### src/rtl/jtag_uart_pkg.sv
// Shared constants and FSM state type for the jtag_uart stream bridge.
package jtag_uart_pkg;

  localparam logic        JU_ADDR_DATA  = 1'b0;
  localparam logic        JU_ADDR_CTRL  = 1'b1;
  localparam int unsigned JU_RVALID_BIT = 15;
  localparam int unsigned JU_WSPACE_LSB = 16;
  localparam int unsigned JU_DATA_W     = 32;
  localparam int unsigned JU_BYTE_W     = 8;
  localparam int unsigned JU_STAT_W     = 16;

  typedef enum logic [1:0] {
    ST_IDLE    = 2'd0,
    ST_RD_DATA = 2'd1,
    ST_RD_CTRL = 2'd2,
    ST_WR_DATA = 2'd3
  } ju_state_e;

endpackage

### src/rtl/jtag_uart_stream_bridge_if.sv
// Avalon-MM bus between the bridge (master) and the jtag_uart slave port.
interface jtag_uart_stream_bridge_if;
  import jtag_uart_pkg::*;

  logic                 chipselect;
  logic                 address;
  logic                 read_n;
  logic                 write_n;
  logic [JU_DATA_W-1:0] writedata;
  logic [JU_DATA_W-1:0] readdata;
  logic                 waitrequest;

  modport master (
    output chipselect, address, read_n, write_n, writedata,
    input  readdata, waitrequest
  );

  modport slave (
    input  chipselect, address, read_n, write_n, writedata,
    output readdata, waitrequest
  );

endinterface

### src/rtl/jtag_uart_backoff_cnt.sv
// Loadable down-counter that stops at zero; used as a re-poll backoff timer.
module jtag_uart_backoff_cnt #(
  parameter int unsigned W = 5
) (
  input  logic         clk,
  input  logic         reset,
  input  logic         load,
  input  logic [W-1:0] load_val,
  output logic [W-1:0] cnt
);

  always_ff @(posedge clk or posedge reset) begin
    if (reset) begin
      cnt <= '0;
    end else if (load) begin
      cnt <= load_val;
    end else if (cnt != '0) begin
      cnt <= cnt - W'(1);
    end
  end

endmodule

### src/rtl/jtag_uart_stream_bridge.sv
// Bridges 8-bit tx/rx valid/ready streams onto the jtag_uart Avalon-MM slave port.
// Optional byte counters are enabled with `define JTAG_UART_BRIDGE_STATS_EN.
module jtag_uart_stream_bridge
  import jtag_uart_pkg::*;
#(
  parameter int unsigned POLL_GAP    = 16,
  parameter int unsigned TX_CREDIT_W = 16
) (
  input  logic                        clk,
  input  logic                        reset,
  input  logic                        tx_valid,
  output logic                        tx_ready,
  input  logic [JU_BYTE_W-1:0]        tx_data,
  output logic                        rx_valid,
  input  logic                        rx_ready,
  output logic [JU_BYTE_W-1:0]        rx_data,
  jtag_uart_stream_bridge_if.master   avm,
  output logic [JU_STAT_W-1:0]        rx_byte_cnt,
  output logic [JU_STAT_W-1:0]        tx_byte_cnt
);

  localparam int unsigned BO_W     = (POLL_GAP < 2) ? 1 : $clog2(POLL_GAP + 1);
  localparam int unsigned WSPACE_W = JU_DATA_W - JU_WSPACE_LSB;

  ju_state_e              state_q, state_d;
  logic                   last_rx_q;
  logic [TX_CREDIT_W-1:0] credit_q;
  logic [TX_CREDIT_W-1:0] wspace_sat;
  logic [WSPACE_W-1:0]    wspace;
  logic [BO_W-1:0]        rx_bo, tx_bo;
  logic                   rx_bo_load, tx_bo_load;
  logic                   rx_elig, tx_elig, pick_rx;
  logic                   done_c, rvalid, wspace_zero;
  logic                   cs_d, addr_d, rd_n_d, wr_n_d;
  logic [JU_DATA_W-1:0]   wdata_d;
  logic                   unused_rd;

  assign done_c      = (state_q != ST_IDLE) && !avm.waitrequest;
  assign rvalid      = avm.readdata[JU_RVALID_BIT];
  assign wspace      = avm.readdata[JU_WSPACE_LSB +: WSPACE_W];
  assign wspace_zero = (wspace == '0);
  assign unused_rd   = ^avm.readdata[JU_RVALID_BIT-1:JU_BYTE_W];

  assign rx_elig = !rx_valid && (rx_bo == '0);
  assign tx_elig = tx_valid && (tx_bo == '0);
  // On a tie, alternate: rx wins unless rx was the last side served.
  assign pick_rx = rx_elig && (!tx_elig || !last_rx_q);

  // WSPACE clamped to what the credit counter can hold.
  if (TX_CREDIT_W >= WSPACE_W) begin : g_credit_wide
    assign wspace_sat = TX_CREDIT_W'(wspace);
  end else begin : g_credit_narrow
    assign wspace_sat = (|wspace[WSPACE_W-1:TX_CREDIT_W]) ? '1 : wspace[TX_CREDIT_W-1:0];
  end

  jtag_uart_backoff_cnt #(.W(BO_W)) u_rx_backoff (
    .clk      (clk),
    .reset    (reset),
    .load     (rx_bo_load),
    .load_val (BO_W'(POLL_GAP)),
    .cnt      (rx_bo)
  );

  jtag_uart_backoff_cnt #(.W(BO_W)) u_tx_backoff (
    .clk      (clk),
    .reset    (reset),
    .load     (tx_bo_load),
    .load_val (BO_W'(POLL_GAP)),
    .cnt      (tx_bo)
  );

  always_ff @(posedge clk or posedge reset) begin
    if (reset) state_q <= ST_IDLE;
    else       state_q <= state_d;
  end

  always_comb begin
    state_d = state_q;
    unique case (state_q)
      ST_IDLE: begin
        if (pick_rx)      state_d = ST_RD_DATA;
        else if (tx_elig) state_d = (credit_q != '0) ? ST_WR_DATA : ST_RD_CTRL;
      end
      default: begin
        if (!avm.waitrequest) state_d = ST_IDLE;
      end
    endcase
  end

  // Bus next-values: loaded on leaving IDLE, held while stalled, idled after completion.
  always_comb begin
    cs_d       = avm.chipselect;
    addr_d     = avm.address;
    rd_n_d     = avm.read_n;
    wr_n_d     = avm.write_n;
    wdata_d    = avm.writedata;
    tx_ready   = 1'b0;
    rx_bo_load = 1'b0;
    tx_bo_load = 1'b0;
    unique case (state_q)
      ST_IDLE: begin
        if (state_d != ST_IDLE) begin
          cs_d    = 1'b1;
          addr_d  = (state_d == ST_RD_CTRL) ? JU_ADDR_CTRL : JU_ADDR_DATA;
          rd_n_d  = (state_d == ST_WR_DATA);
          wr_n_d  = (state_d != ST_WR_DATA);
          wdata_d = (state_d == ST_WR_DATA) ? JU_DATA_W'(tx_data) : '0;
        end
      end
      ST_RD_DATA: rx_bo_load = done_c && !rvalid;
      ST_RD_CTRL: tx_bo_load = done_c && wspace_zero;
      ST_WR_DATA: tx_ready   = done_c;
      default: ;
    endcase
    if (done_c) begin
      cs_d    = 1'b0;
      addr_d  = JU_ADDR_DATA;
      rd_n_d  = 1'b1;
      wr_n_d  = 1'b1;
      wdata_d = '0;
    end
  end

  always_ff @(posedge clk or posedge reset) begin
    if (reset) begin
      avm.chipselect <= 1'b0;
      avm.address    <= JU_ADDR_DATA;
      avm.read_n     <= 1'b1;
      avm.write_n    <= 1'b1;
      avm.writedata  <= '0;
    end else begin
      avm.chipselect <= cs_d;
      avm.address    <= addr_d;
      avm.read_n     <= rd_n_d;
      avm.write_n    <= wr_n_d;
      avm.writedata  <= wdata_d;
    end
  end

  // rx holding register, tx credit and arbitration history.
  always_ff @(posedge clk or posedge reset) begin
    if (reset) begin
      rx_valid  <= 1'b0;
      rx_data   <= '0;
      credit_q  <= '0;
      last_rx_q <= 1'b0;
    end else begin
      if (state_q == ST_IDLE && state_d != ST_IDLE) last_rx_q <= (state_d == ST_RD_DATA);
      if (state_q == ST_RD_DATA && done_c && rvalid) begin
        rx_valid <= 1'b1;
        rx_data  <= avm.readdata[JU_BYTE_W-1:0];
      end else if (rx_valid && rx_ready) begin
        rx_valid <= 1'b0;
      end
      if (state_q == ST_RD_CTRL && done_c)      credit_q <= wspace_sat;
      else if (state_q == ST_WR_DATA && done_c) credit_q <= credit_q - TX_CREDIT_W'(1);
    end
  end

`ifdef JTAG_UART_BRIDGE_STATS_EN
  always_ff @(posedge clk or posedge reset) begin
    if (reset) begin
      rx_byte_cnt <= '0;
      tx_byte_cnt <= '0;
    end else begin
      if (state_q == ST_RD_DATA && done_c && rvalid) rx_byte_cnt <= rx_byte_cnt + JU_STAT_W'(1);
      if (state_q == ST_WR_DATA && done_c)           tx_byte_cnt <= tx_byte_cnt + JU_STAT_W'(1);
    end
  end
`else
  assign rx_byte_cnt = '0;
  assign tx_byte_cnt = '0;
`endif

endmodule

### src/flat_wrapper.sv
// flat-port wrapper written by rule: the top's interface ports become plain ports
module jtag_uart_stream_bridge_flat import jtag_uart_pkg::*;
#(
  parameter int unsigned POLL_GAP    = 16,
  parameter int unsigned TX_CREDIT_W = 16
)
  (clk, reset, tx_valid, tx_ready, tx_data, rx_valid, rx_ready, rx_data, rx_byte_cnt, tx_byte_cnt, avm_chipselect, avm_address, avm_read_n, avm_write_n, avm_writedata, avm_readdata, avm_waitrequest);
  jtag_uart_stream_bridge_if avm_i ();
  input  logic clk;
  input  logic reset;
  input  logic tx_valid;
  output logic tx_ready;
  input  logic [JU_BYTE_W-1:0] tx_data;
  output logic rx_valid;
  input  logic rx_ready;
  output logic [JU_BYTE_W-1:0] rx_data;
  output logic [JU_STAT_W-1:0] rx_byte_cnt;
  output logic [JU_STAT_W-1:0] tx_byte_cnt;
  output wire logic [$bits(avm_i.chipselect)-1:0] avm_chipselect;
  output wire logic [$bits(avm_i.address)-1:0] avm_address;
  output wire logic [$bits(avm_i.read_n)-1:0] avm_read_n;
  output wire logic [$bits(avm_i.write_n)-1:0] avm_write_n;
  output wire logic [$bits(avm_i.writedata)-1:0] avm_writedata;
  input wire logic [$bits(avm_i.readdata)-1:0] avm_readdata;
  input wire logic [$bits(avm_i.waitrequest)-1:0] avm_waitrequest;
  assign avm_chipselect = avm_i.chipselect;
  assign avm_address = avm_i.address;
  assign avm_read_n = avm_i.read_n;
  assign avm_write_n = avm_i.write_n;
  assign avm_writedata = avm_i.writedata;
  assign avm_i.readdata = avm_readdata;
  assign avm_i.waitrequest = avm_waitrequest;
  jtag_uart_stream_bridge #(.POLL_GAP(POLL_GAP), .TX_CREDIT_W(TX_CREDIT_W)) u_core (.clk(clk), .reset(reset), .tx_valid(tx_valid), .tx_ready(tx_ready), .tx_data(tx_data), .rx_valid(rx_valid), .rx_ready(rx_ready), .rx_data(rx_data), .avm(avm_i), .rx_byte_cnt(rx_byte_cnt), .tx_byte_cnt(tx_byte_cnt));
endmodule
### config.mk
export PLATFORM = sky130hd
export DESIGN_NAME = jtag_uart_stream_bridge_flat
export DESIGN_NICKNAME = d
export VERILOG_FILES = /design/src/rtl/jtag_uart_pkg.sv /design/src/rtl/jtag_uart_stream_bridge_if.sv /design/src/rtl/jtag_uart_backoff_cnt.sv /design/src/rtl/jtag_uart_stream_bridge.sv /design/src/flat_wrapper.sv
export SDC_FILE = /design/constraint.sdc
export NUM_CORES = 1
export LEC_CHECK = 0
export ABC_AREA = 1
export CORE_MARGIN = 8
export CORE_UTILIZATION = 45
export DETAILED_ROUTE_END_ITERATION = 6
export PLACE_DENSITY = 0.91
export SYNTH_ARGS = -nofsm -noshare
export SYNTH_HDL_FRONTEND = slang
export SYNTH_SLANG_ARGS = --single-unit
### constraint.sdc
create_clock -name clk -period 2.2 [get_ports clk]
set_clock_uncertainty 0.1 [all_clocks]
set_input_delay 0.33 -clock clk [delete_from_list [all_inputs] [get_ports clk]]
set_output_delay 0.33 -clock clk [all_outputs]
set_load 0.01 [all_outputs]
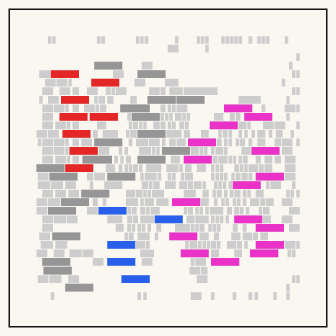
run_1/flops_by_reg.png
Key: blue = `u_core.u_tx_backoff.cnt` [placed flops 5]; magenta = `u_core.credit_q` [placed flops 16]; red = `u_core.avm.writedata` [placed flops 8]
Another 21 sequential cells are not colored.

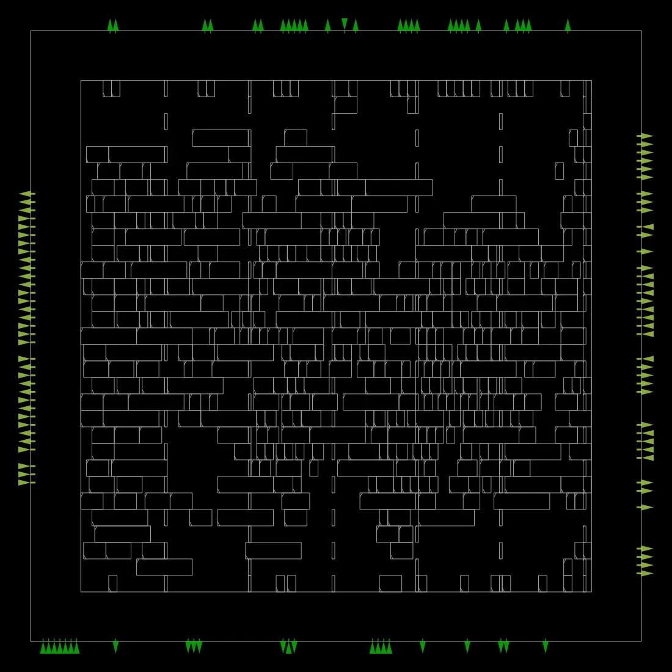
run_1/placement.png
number of sequential cells in the layout: 50
final non-filler cell total: 541
fraction of area in registers: 32.5%
Std-Cell Core Area: 7100 µm²
fill count: 645

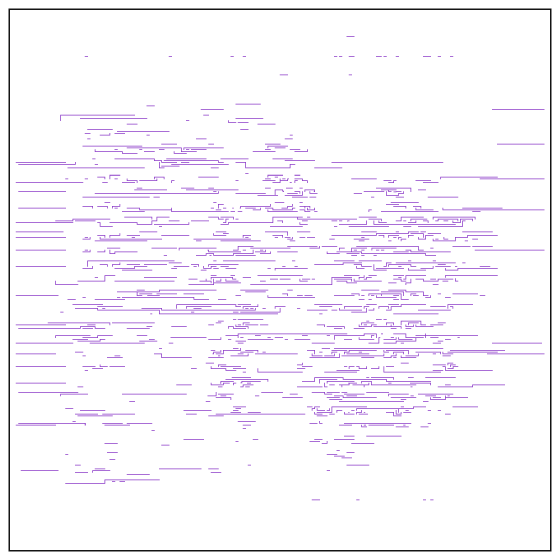
run_1/layer_met1.png
The longest straight run is 23.0 µm. The wires run mostly horizontal. 409 nets have wire on it.

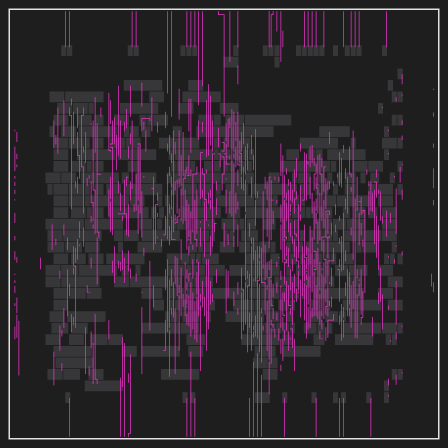
run_1/layer_met2.png
The layer carries 3710 µm of wire. The layer holds 49% of the routed length. 412 nets have wire on it.

==> flow_results.xml, run 1 <==
<?xml version="1.0" encoding="UTF-8"?>
<metrics>
  <group name="floorplanning">
    <metric name="effective_utilization_at_floorplan" unit="%">45.5</metric>
    <metric name="chipHeight" unit="µm">101</metric>
    <metric name="ios" unit="">123</metric>
  </group>
  <group name="critical_path">
    <metric name="critical_path.endpoint" unit="">tx_ready</metric>
    <metric name="required" unit="ps">1770</metric>
    <metric name="worst_r2r_path_depth" unit="">13</metric>
    <metric name="start_kind" unit="">flop</metric>
    <metric name="ff2ff_setup_slack" unit="ps">320</metric>
    <metric name="crit_fanout" unit="">5</metric>
    <metric name="worstSetupStartpoint" unit="">u_core.state_q[0]$_DFF_PP0_</metric>
    <metric name="reg2reg_from" unit="">u_core.u_tx_backoff.cnt[0]$_DFFE_PP0P_</metric>
    <metric name="setup.worst_path.end_class" unit="">output port</metric>
  </group>
  <group name="route">
    <metric name="drt_first_iter_violations" unit="">162</metric>
    <metric name="number_of_design_rule_violations_left_after_detail_routing" unit="">0</metric>
    <metric name="antenna_left" unit="">0</metric>
    <metric name="detailed_route_wire_length" unit="µm">7590</metric>
    <metric name="routedWlPerCell" unit="µm">14.0</metric>
  </group>
  <group name="synthesis">
    <metric name="synth_seq_share" unit="%">38.9</metric>
    <metric name="synth.lib_cells_used.distinct" unit="">39</metric>
    <metric name="post_synth_fa_ha_maj_area_fraction" unit="%">2.33</metric>
    <metric name="mean_area_per_synthesized_cell" unit="µm²">8.63</metric>
    <metric name="ys_ff" unit="">50</metric>
    <metric name="syn-instance-count" unit="">374</metric>
    <metric name="post_synth_mux_area_share" unit="%">2.79</metric>
    <metric name="logic_family" unit="">simple AND/OR/NAND/NOR gates</metric>
    <metric name="area_share_of_and_or_or_and_cells_after_synthesis" unit="%">6.82</metric>
    <metric name="asyncSetResetFlopFracSynth" unit="%">100</metric>
    <metric name="yosys_warnings" unit="">0</metric>
    <metric name="ys_cells" unit="">374</metric>
  </group>
  <group name="clock_network">
    <metric name="cts_buffers" unit="">5</metric>
    <metric name="cts_buffer_depth" unit="">2</metric>
    <metric name="clock-sinks" unit="">50</metric>
    <metric name="cts_resized" unit="">1</metric>
    <metric name="postCtsHoldBufs" unit="">0</metric>
  </group>
  <group name="run_status">
    <metric name="outcome" unit="">finished clean</metric>
  </group>
  <group name="sta">
    <metric name="min_period" unit="ps">2050</metric>
    <metric name="unrepaired_setup_endpoints_after_global_routing" unit="">false</metric>
    <metric name="final.setup.tns" unit="ps">0</metric>
    <metric name="finalCritPeriodShare" unit="%">93.4</metric>
    <metric name="timing_max_transition_violations_final" unit="">0</metric>
    <metric name="setup_violations" unit="">0</metric>
    <metric name="achievable-frequency" unit="GHz">0.487</metric>
  </group>
  <group name="layout">
    <metric name="layout-drive-gt1-share" unit="%">14.3</metric>
    <metric name="flip_flop_count_of_the_largest_register_all_copies_and_words_added" unit="">16</metric>
    <metric name="area_growth_syn_to_layout" unit="%">19.5</metric>
    <metric name="design.final.nets" unit="">491</metric>
    <metric name="largestRegisters" unit="">u_core.credit_q x16, u_core.avm.writedata x8, u_core.rx_data x8</metric>
  </group>
  <group name="placement">
    <metric name="post-dp-hpwl" unit="µm">5910</metric>
    <metric name="numPlacedInstances" unit="">532</metric>
    <metric name="place.gp.congestion" unit="">0.918</metric>
    <metric name="placement.cell_area" unit="µm²">3740</metric>
    <metric name="port_buffers" unit="">59</metric>
  </group>
  <group name="run">
    <metric name="max_cap_violations" unit="">0</metric>
    <metric name="warnings" unit="">36</metric>
  </group>
  <group name="power_and_ir_drop">
    <metric name="powerClk" unit="µW">665</metric>
    <metric name="power_frac_seq" unit="%">39.1</metric>
    <metric name="vdd_ir_drop_max" unit="mV">0.611</metric>
    <metric name="seq_power" unit="µW">1670</metric>
    <metric name="power_switching_share" unit="%">40.9</metric>
  </group>
  <group name="grt">
    <metric name="grt_overflow" unit="">0</metric>
    <metric name="first_global_vias" unit="">2640</metric>
    <metric name="grt_start_max_net_pins" unit="">24</metric>
  </group>
  <group name="worst_hold_path">
    <metric name="hold_class" unit="">primary input to async pin</metric>
  </group>
</metrics>
-- run 1: stage by stage --
stage          total power (µW)  util (%)  setup WS [ps]  hold slack [ps]
2_1_floorplan              3030         -            572              326
3_3_place_gp               3500      52.7           34.7              384
3_5_place_dp               3610      52.7           16.8              386
4_1_cts                    4290      54.3            124              294
5_1_grt                    4600      54.3           58.8              334
6_report                   4270      54.3            145              268
-- run 1: synthesized netlist by cell type, drive strengths merged, types with 6 or more instances --
| cell type | n | share of area (%) |
|---|---|---|
| a22oi | 11 | 2.6 |
| buf | 61 | 15 |
| dfrtp | 48 | 37 |
| ha | 6 | 2.3 |
| inv | 31 | 3.6 |
| mux2 | 8 | 2.8 |
| nand2 | 77 | 10 |
| nand3 | 30 | 6.5 |
| nand4 | 12 | 2.3 |
| nor2 | 38 | 6.0 |
| nor3 | 6 | 0.93 |
| o21ai | 15 | 2.7 |
| xor2 | 10 | 2.7 |
-- run 1: area by class of cell --
| class | instances | area, µm² |
|---|---|---|
| well taps | 99 | 124 |
| diodes | 1 | 2.50 |
| inverters | 33 | 134 |
| multi-input cells | 284 | 1570 |
| fillers | 645 | 3240 |
| clock buffers | 5 | 68.8 |
| repair buffers | 66 | 654 |
| flip-flops and latches | 50 | 1250 |
| clock inverters | 3 | 45.0 |
-- run 1: layer usage --
metal  global-route usage (%)  vias to the layer above  part of all wire, %
met5                        0                        -                    0
met4                     3.95                        0                  1.5
met3                     5.80                       11                   12
met2                     25.0                      131                   49
met1                     16.8                     1226                   38
li1                         -                     1247                    -
-- run 1: worst max-delay path: stages, from the launching register on --
cell and delay [ps]:
dfrtp_1 490, inv_2 90, nor2_2 170, clkdlybuf4s50_1 560
run_1/cell_density.png
The die is cut into 10 by 10 equal tiles; white is low, dark blue is high, 0 to 100% covered.
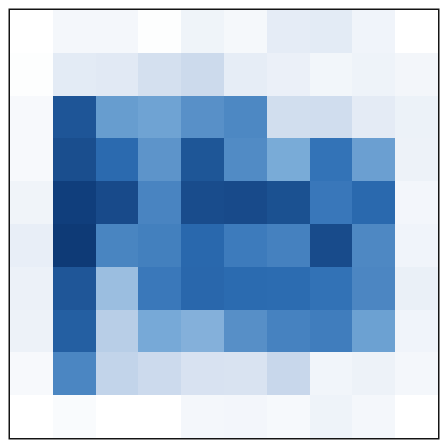

==> inputs of run 2 (changes only) <==
CORE_UTILIZATION = 49   (was 45)
CTS_BUF_LIST = sky130_fd_sc_hd__clkbuf_4 sky130_fd_sc_hd__clkbuf_8   (was not set)
PLACE_DENSITY = 0.95   (was 0.91)
clock period = 2.5 ns   (was 2.2 ns; I/O delays follow)
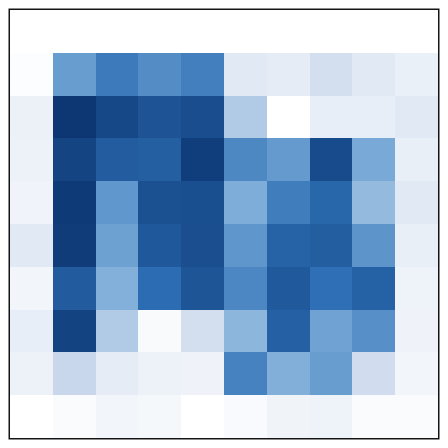
run_2/cell_density.png
The die is cut into 10 by 10 equal tiles; white is low, dark blue is high, 0 to 100% covered.
The densest ninth of the die: middle. 14% of the tiles are nearly empty. The emptiest ninth of the die: top right.

==> run 2 against run 1 <==
  * Wire length up 0.28%
  * Combinational power down 12%
  * Critical path depth grew 2
  * Register-to-register slack better by 270 ps
  * Global-route usage is 1.4 points higher
  * Sequential power fell by 12%
  * Final cell count down 4.8%
  * Critical path type is now primary input to output port
==> flow_results.xml, run 2 <==
<?xml version="1.0" encoding="UTF-8"?>
<metrics>
  <group name="layout">
    <metric name="layout-drive-gt1-share" unit="%">13.7</metric>
    <metric name="antenna_cells" unit="">0</metric>
    <metric name="area_growth_syn_to_layout" unit="%">17.0</metric>
    <metric name="instances_no_fill" unit="">515</metric>
    <metric name="design.final.nets" unit="">488</metric>
    <metric name="largestRegisters" unit="">u_core.credit_q x16, u_core.avm.writedata x8, u_core.rx_data x8</metric>
    <metric name="flip_flop_count_of_the_largest_register_all_copies_and_words_added" unit="">16</metric>
    <metric name="post-route-util" unit="%">59.5</metric>
    <metric name="num-fill-cells" unit="">547</metric>
  </group>
  <group name="critical_path">
    <metric name="timing.critical_path.max_delay_family" unit="">buffers and inverters</metric>
    <metric name="cpMaxStageDelayCell" unit="">clkdlybuf4s50_1</metric>
    <metric name="timing.critical_path.mode_cell" unit="">clkdlybuf4s50_1</metric>
    <metric name="critical_path.endpoint" unit="">tx_ready</metric>
    <metric name="worstSetupStartpoint" unit="">avm_waitrequest</metric>
    <metric name="crit_fanout" unit="">4</metric>
    <metric name="cell_chain_critical_path" unit="">clkdlybuf4s50_1, nor2_4, inv_2, nor2_2, clkdlybuf4s50_1</metric>
    <metric name="worst_r2r_path_depth" unit="">13</metric>
    <metric name="reg2reg_from" unit="">u_core.u_tx_backoff.cnt[0]$_DFFE_PP0P_</metric>
    <metric name="required" unit="ps">2030</metric>
    <metric name="max_stage_delay" unit="ps">560</metric>
    <metric name="start_kind" unit="">primary input</metric>
    <metric name="critPathBufInv" unit="">3</metric>
    <metric name="ff2ff_setup_slack" unit="ps">590</metric>
    <metric name="setup.worst_path.end_class" unit="">output port</metric>
    <metric name="critical_path_depth" unit="">5</metric>
  </group>
  <group name="clock_network">
    <metric name="clkTransAtPathRegs" unit="ps">110</metric>
    <metric name="clock-sinks" unit="">50</metric>
    <metric name="cts_max_level" unit="">2</metric>
    <metric name="cts_buffer_depth" unit="">2</metric>
    <metric name="cts_resized" unit="">0</metric>
    <metric name="postCtsHoldBufs" unit="">0</metric>
    <metric name="cts_buffers" unit="">5</metric>
  </group>
  <group name="floorplanning">
    <metric name="effective_utilization_at_floorplan" unit="%">50.8</metric>
    <metric name="die_area" unit="µm²">9440</metric>
    <metric name="core" unit="µm²">6350</metric>
    <metric name="ios" unit="">123</metric>
    <metric name="chipHeight" unit="µm">97.2</metric>
    <metric name="floorplan.rows" unit="">29</metric>
  </group>
  <group name="sta">
    <metric name="setup_violations" unit="">0</metric>
    <metric name="min_period" unit="ps">2280</metric>
    <metric name="finalCritPeriodShare" unit="%">91.0</metric>
    <metric name="timing_max_transition_violations_final" unit="">0</metric>
    <metric name="final.setup.tns" unit="ps">0</metric>
    <metric name="hold_ws" unit="ps">403</metric>
    <metric name="achievable-frequency" unit="GHz">0.439</metric>
    <metric name="unrepaired_setup_endpoints_after_global_routing" unit="">false</metric>
  </group>
  <group name="synthesis">
    <metric name="synth_seq_share" unit="%">38.9</metric>
    <metric name="asyncSetResetFlopFracSynth" unit="%">100</metric>
    <metric name="synth.lib_cells_used.distinct" unit="">39</metric>
    <metric name="netlist_top_cells_count" unit="">71 x nand2_1, 57 x buf_4, 48 x dfrtp_1, 27 x nor2_1, 26 x inv_1</metric>
    <metric name="synth_top_cell_by_area" unit="">dfrtp_1</metric>
    <metric name="ys_cells" unit="">374</metric>
    <metric name="synth_top_cell_by_count" unit="">nand2_1</metric>
    <metric name="syn-instance-count" unit="">374</metric>
    <metric name="top_area_share" unit="%">37.2</metric>
    <metric name="synth.yosys.chip_area" unit="µm²">3230</metric>
    <metric name="netlist_top_cells_area" unit="">dfrtp_1 37%, buf_4 13%, nand2_1 8.3%</metric>
    <metric name="mean_area_per_synthesized_cell" unit="µm²">8.63</metric>
    <metric name="ys_ff" unit="">50</metric>
    <metric name="yosys_warnings" unit="">0</metric>
  </group>
  <group name="route">
    <metric name="routedWlPerCell" unit="µm">14.8</metric>
    <metric name="detailed_route_wire_length" unit="µm">7610</metric>
    <metric name="met2WireLength" unit="µm">3820</metric>
    <metric name="drt_pass_1_iters" unit="">7</metric>
    <metric name="number_of_design_rule_violations_left_after_detail_routing" unit="">0</metric>
    <metric name="drt-met1-wl" unit="µm">2900</metric>
    <metric name="antenna_left" unit="">0</metric>
    <metric name="dr_wl_met3" unit="µm">774</metric>
    <metric name="drt_first_iter_violations" unit="">129</metric>
    <metric name="viasPerCell" unit="">5.10</metric>
    <metric name="topRoutingLayerUsed" unit="">met4</metric>
  </group>
  <group name="grt">
    <metric name="grt_met2_usage" unit="%">28.6</metric>
    <metric name="top_usage_layer" unit="">met2</metric>
    <metric name="grtUsageMet3" unit="%">6.69</metric>
    <metric name="grt_met1_usage" unit="%">17.1</metric>
    <metric name="grt_first_pass_wirelength" unit="µm">13000</metric>
    <metric name="grt_start_max_net_pins" unit="">51</metric>
    <metric name="grt_overflow" unit="">0</metric>
    <metric name="first_global_vias" unit="">2778</metric>
  </group>
  <group name="placement">
    <metric name="numPlacedInstances" unit="">507</metric>
    <metric name="post-dp-hpwl" unit="µm">6000</metric>
    <metric name="port_buffers" unit="">59</metric>
    <metric name="place.gp.congestion" unit="">0.895</metric>
  </group>
  <group name="power_and_ir_drop">
    <metric name="power.static_leakage" unit="µW">0.00178</metric>
    <metric name="vdd_ir_drop_max" unit="mV">0.652</metric>
  </group>
  <group name="run">
    <metric name="max_cap_violations" unit="">0</metric>
    <metric name="warnings" unit="">36</metric>
  </group>
  <group name="worst_hold_path">
    <metric name="min_to" unit="">u_core.avm.write_n$_DFFE_PP1P_</metric>
    <metric name="hold_class" unit="">flop to flop</metric>
  </group>
  <group name="run_status">
    <metric name="outcome" unit="">finished clean</metric>
  </group>
</metrics>
==> run 2: cell count changes in the layout (fill, tap and decap cells not counted) <==
cell             change
buf_12               -1
clkdlybuf4s50_1      +1
inv_8                +1
clkinv_4             +2
diode_2              -1
dlygate4sd2_1        -1
clkinvlp_4           -2
buf_4                -2
bufinv_16            -1
==> run 2: power by group <==
part	leakage [µW]	internal (µW)	switching, µW
sequential	0.000619	1160	313
clock	0.0000502	208	310
combinational	0.00111	755	948
total	0.00178	2120	1570
==> run 2: tightest hold or removal path, delay by kind of cell, from the launching register on <==
kind / cells / cell delay (ps)
flops: 1 / 390
simple gates: 2 / 120
==> run 2: area by class of cell <==
type / count / area, µm² / area share, %
Clock inverter: 3 / 28.8 / 0.762
Multi-Input combinational cell: 284 / 1570 / 41.7
Sequential cell: 50 / 1250 / 33.2
Inverter: 33 / 134 / 3.55
Clock buffer: 5 / 68.8 / 1.82
Timing Repair Buffer: 63 / 621 / 16.4
Tap cell: 77 / 96.3 / 2.55
==> run 2: through the flow <==
stage | worst slack [ps] | instance area [µm²] | power (µW)
after floorplan | 827 | 3430 | 2670
after global routing | 148 | 3780 | 3980
after CTS | 209 | 3780 | 3710
after detailed placement | 211 | 3680 | 3190
final | 224 | 3780 | 3690
after global placement | 231 | 3680 | 3060
==> run 2: logic make-up (layout without fill, tap and decap cells) <==
family	after synthesis	count (layout)	synth area share, %
simple gates	169	169	27.1
buf+inv	95	104	18.8
flops	50	50	38.9
compound gates	33	33	6.82
xor+xnor	12	12	3.26
mux	8	8	2.79
fa+ha+maj	6	6	2.33
other cells	1	56	0.116
Power figures rest on the tool's default switching activity, not on a simulated workload.
